==> images/floorplan.png <==
Bar = 50 microns. Pins as bars on the die edge.
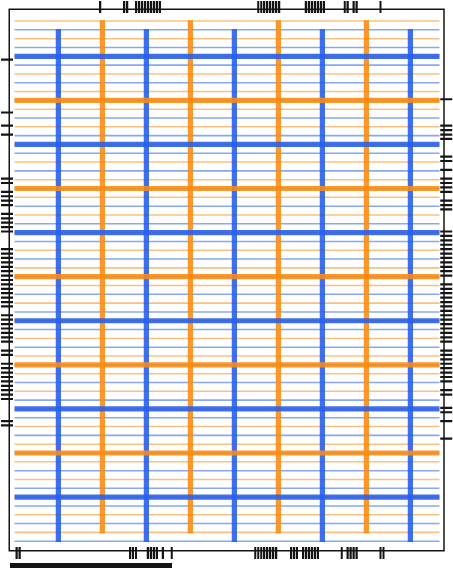
==> images/class_map.png <==
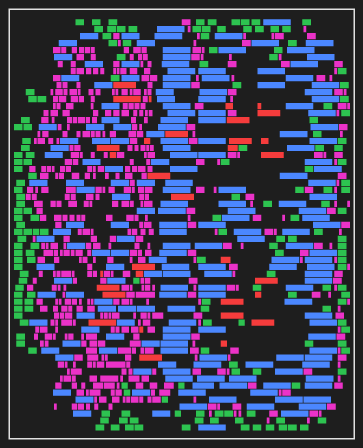
==> images/clock_wires.png <==
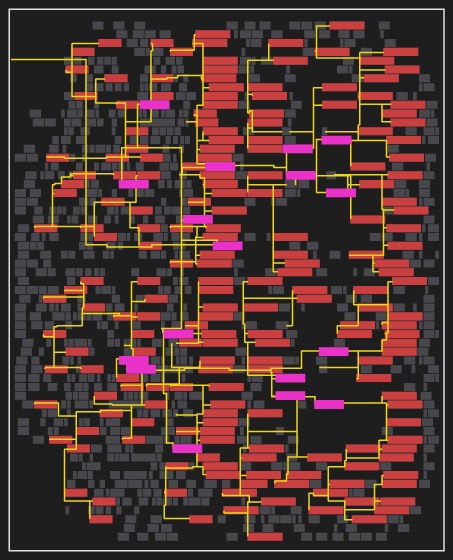
==> images/layers.png <==
Bar = 50 microns.
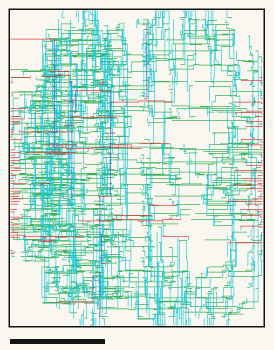
==> config.mk <==
export PLATFORM = sky130hd
export DESIGN_NAME = instr_fetch_unit
export DESIGN_NICKNAME = d
export VERILOG_FILES = /design/src/rtl/instr_fetch_unit.sv
export SDC_FILE = /design/constraint.sdc
export NUM_CORES = 1
export LEC_CHECK = 0
export CORE_ASPECT_RATIO = 1.25
export CORE_UTILIZATION = 40
export CTS_BUF_LIST = sky130_fd_sc_hd__clkbuf_8 sky130_fd_sc_hd__clkbuf_16
export DETAILED_ROUTE_END_ITERATION = 10
export PLACE_DENSITY = 0.67
export SLEW_MARGIN = 20
export SYNTH_ARGS = -nofsm -noshare
export SYNTH_HDL_FRONTEND = slang
export SYNTH_SLANG_ARGS = --single-unit
==> constraint.sdc <==
create_clock -name clk -period 8.1 [get_ports clk]
set_input_delay 2.025 -clock clk [delete_from_list [all_inputs] [get_ports clk]]
set_output_delay 2.025 -clock clk [all_outputs]
set_load 0.01 [all_outputs]
==> results.sh <==
# yosys + openroad results
export IMPL_outcome="finished, final reports clean"
export IMPL_cts_buffers=17
export IMPL_synthAdderAreaFrac=0.0139
export IMPL_cpPeakStageDelay_ns=0.56
export IMPL_ctsHoldBuffers=0
export IMPL_fill_cells=1896
export IMPL_setup_viol=0
export IMPL_hp_class="register to register"
export IMPL_crit_slowest_cell="clkdlybuf4s50_1"
export IMPL_area_delta_synth_final_pct=28.2
export IMPL_cts_sinks=195
export IMPL_ys_sh_simple=0.144
export IMPL_drv_slew=0
export IMPL_detailedRoute_firstIterationViolations=303
export IMPL_portBuffers=163
export IMPL_required_ns=6.08
export IMPL_rsz0062_at_grt="no"
export IMPL_worst_slew_pin_slew_ns=0.909
export IMPL_cts_repair_resized=0
export IMPL_synth_seq_cells=195
export IMPL_n_antenna_cell=0
export IMPL_htreeDepth=4
export IMPL_p_per_area_mw_per_mm2=202
export IMPL_overflow=0
export IMPL_path_cells="clkdlybuf4s50_1 -> buf_4 -> inv_2 -> a21boi_0 -> o21ai_0 -> fa_1 -> nand4bb_1 -> nor3_1 -> clkdlybuf4s50_1"
export IMPL_cp_arrival_ns=4.66
export IMPL_ctsRootBufferMaster="clkbuf_16"
export IMPL_dp_cells=1147
export IMPL_timing_critical_path_mode_cell="clkdlybuf4s50_1"
export IMPL_finalClockSkew_ns=0.0110
Notes on floorplan.png above:
| color | net |
|---|---|
| orange | VDD |
| blue | VSS |
met4 straps: 9
met5 straps: 11
rows: 59
met1 rails: 60
signal pins: 170
die height: 167 microns
chip width: 134 microns
maximum vdd drop: 0.000150 V
Core ar.: 0.0210 sq mm

Notes on class_map.png above:
| color | class | cells |
|---|---|---|
| magenta | remaining logic cells | 507 |
| blue | registers | 195 |
| green | remaining buffers and delay cells | 171 |
| red | clock drivers and dummy loads | 32 |
Cell Rows: 59
post-layout util: 0.528

Notes on clock_wires.png above:
[magenta] clock-net drivers | count: 17
[red] flip-flops | count: 195
[yellow] clock wires | length: 2090 microns
flops lie: spread over the die
routed clock nets: 18
Latency at later pin: 0.43 ns
Clock Power: 0.822 mW

Notes on layers.png above:
| color | layer | wire length |
|---|---|---|
| green | M1 | 8560 microns |
| cyan | M2 | 8930 microns |
| blue | M4 | 297 microns |
| red | M3 | 925 microns |
via count: 6049
GRT Total Usage: 0.170
routed length per instance: 15.9 microns
WL final: 18700 microns

-- worst max-delay path, delay by kind of cell --
family	cells	cell delay [ns]
buffers and inverters	4	1.53
adder cells (fa/ha/maj)	1	0.53
AND-OR/OR-AND	2	0.27
AND/OR/NAND/NOR	2	0.29
-- through the flow --
stage | power [mW] | setup WS (ns) | cell area, sq um
after global placement | 1.43 | 1.44 | 10500
after detailed placement | 1.44 | 1.41 | 10500
after global routing | 2.33 | 1.18 | 11100
final | 2.24 | 1.42 | 11100
after CTS | 2.27 | 1.40 | 11100
after floorplan | 1.32 | 0.341 | 8680
-- logic make-up after synthesis --
family	count (synthesis)
AND/OR/NAND/NOR	248
flip-flops	195
adder cells (fa/ha/maj)	9
multiplexers	67
other	1
buffers and inverters	57
XOR/XNOR	50
AND-OR/OR-AND	115
-- cells in the mapped netlist (8+ instances only) --
cell type / count / area, sq um
a21oi_1: 22 / 110
nand2_1: 37 / 139
clkbuf_1: 31 / 116
mux2i_1: 65 / 651
o21a_1: 13 / 97.6
inv_1: 12 / 45.0
edfxtp_1: 124 / 3720
a211oi_1: 11 / 82.6
nor3_1: 9 / 45.0
and2_1: 10 / 62.6
nand3_1: 25 / 125
xor2_1: 32 / 280
nand4_1: 19 / 119
and3_1: 20 / 125
a21boi_0: 15 / 113
nor2_1: 96 / 360
o21ai_0: 19 / 95.1
a31oi_1: 12 / 75.1
xnor2_1: 18 / 158
ha_1: 8 / 100
dfxtp_1: 71 / 1420
-- routing by layer --
| metal | GRT usage | vias to the layer above | wire [microns] | part of all wire |
|---|---|---|---|---|
| met2 | 0.283 | 170 | 8930 | 0.48 |
| met4 | 0.0543 | 0 | 297 | 0.016 |
| li1 | - | 3011 | - | - |
| met5 | 0 | - | 0 | 0 |
| met3 | 0.0384 | 20 | 925 | 0.049 |
| met1 | 0.219 | 2848 | 8560 | 0.46 |
-- cell type report --
type,count,share of cell area
Clock inverter,15,0.0141
Tap cell,274,0.0309
Inverter,14,0.00473
Clock buffer,17,0.0383
Multi-Input combinational cell,493,0.296
Timing Repair Buffer,171,0.152
Sequential cell,195,0.463
-- power breakdown --
part / internal [mW] / switching [mW] / total, mW / leakage (nW)
Combinational: 0.131 / 0.133 / 0.264 / 1.64
Sequential: 1.11 / 0.0443 / 1.15 / 1.71
Clock: 0.458 / 0.365 / 0.822 / 0.278
Total: 1.70 / 0.542 / 2.24 / 3.63
-- cell usage in the layout (no fill, tap or decap), types with 5 or more instances in the layout --
cell and n:
o22ai_1 6, a211oi_1 11, edfxtp_1 124, nand2_1 37
xnor2_1 18, and3_1 20, xor2_1 32, buf_4 8
nand3_1 25, mux2i_1 65, ha_1 8, o21ai_0 19
or3_1 6, and2_1 10, nor4b_1 5, clkdlybuf4s50_1 163
inv_1 13, a21boi_0 15, o21a_1 13, nand4_1 19
nor3_1 8, dfxtp_1 70, a31oi_1 12, clkbuf_16 17
a21oi_1 22, nor2_1 95
No activity file was given, so power comes from the tool's default toggle rates.
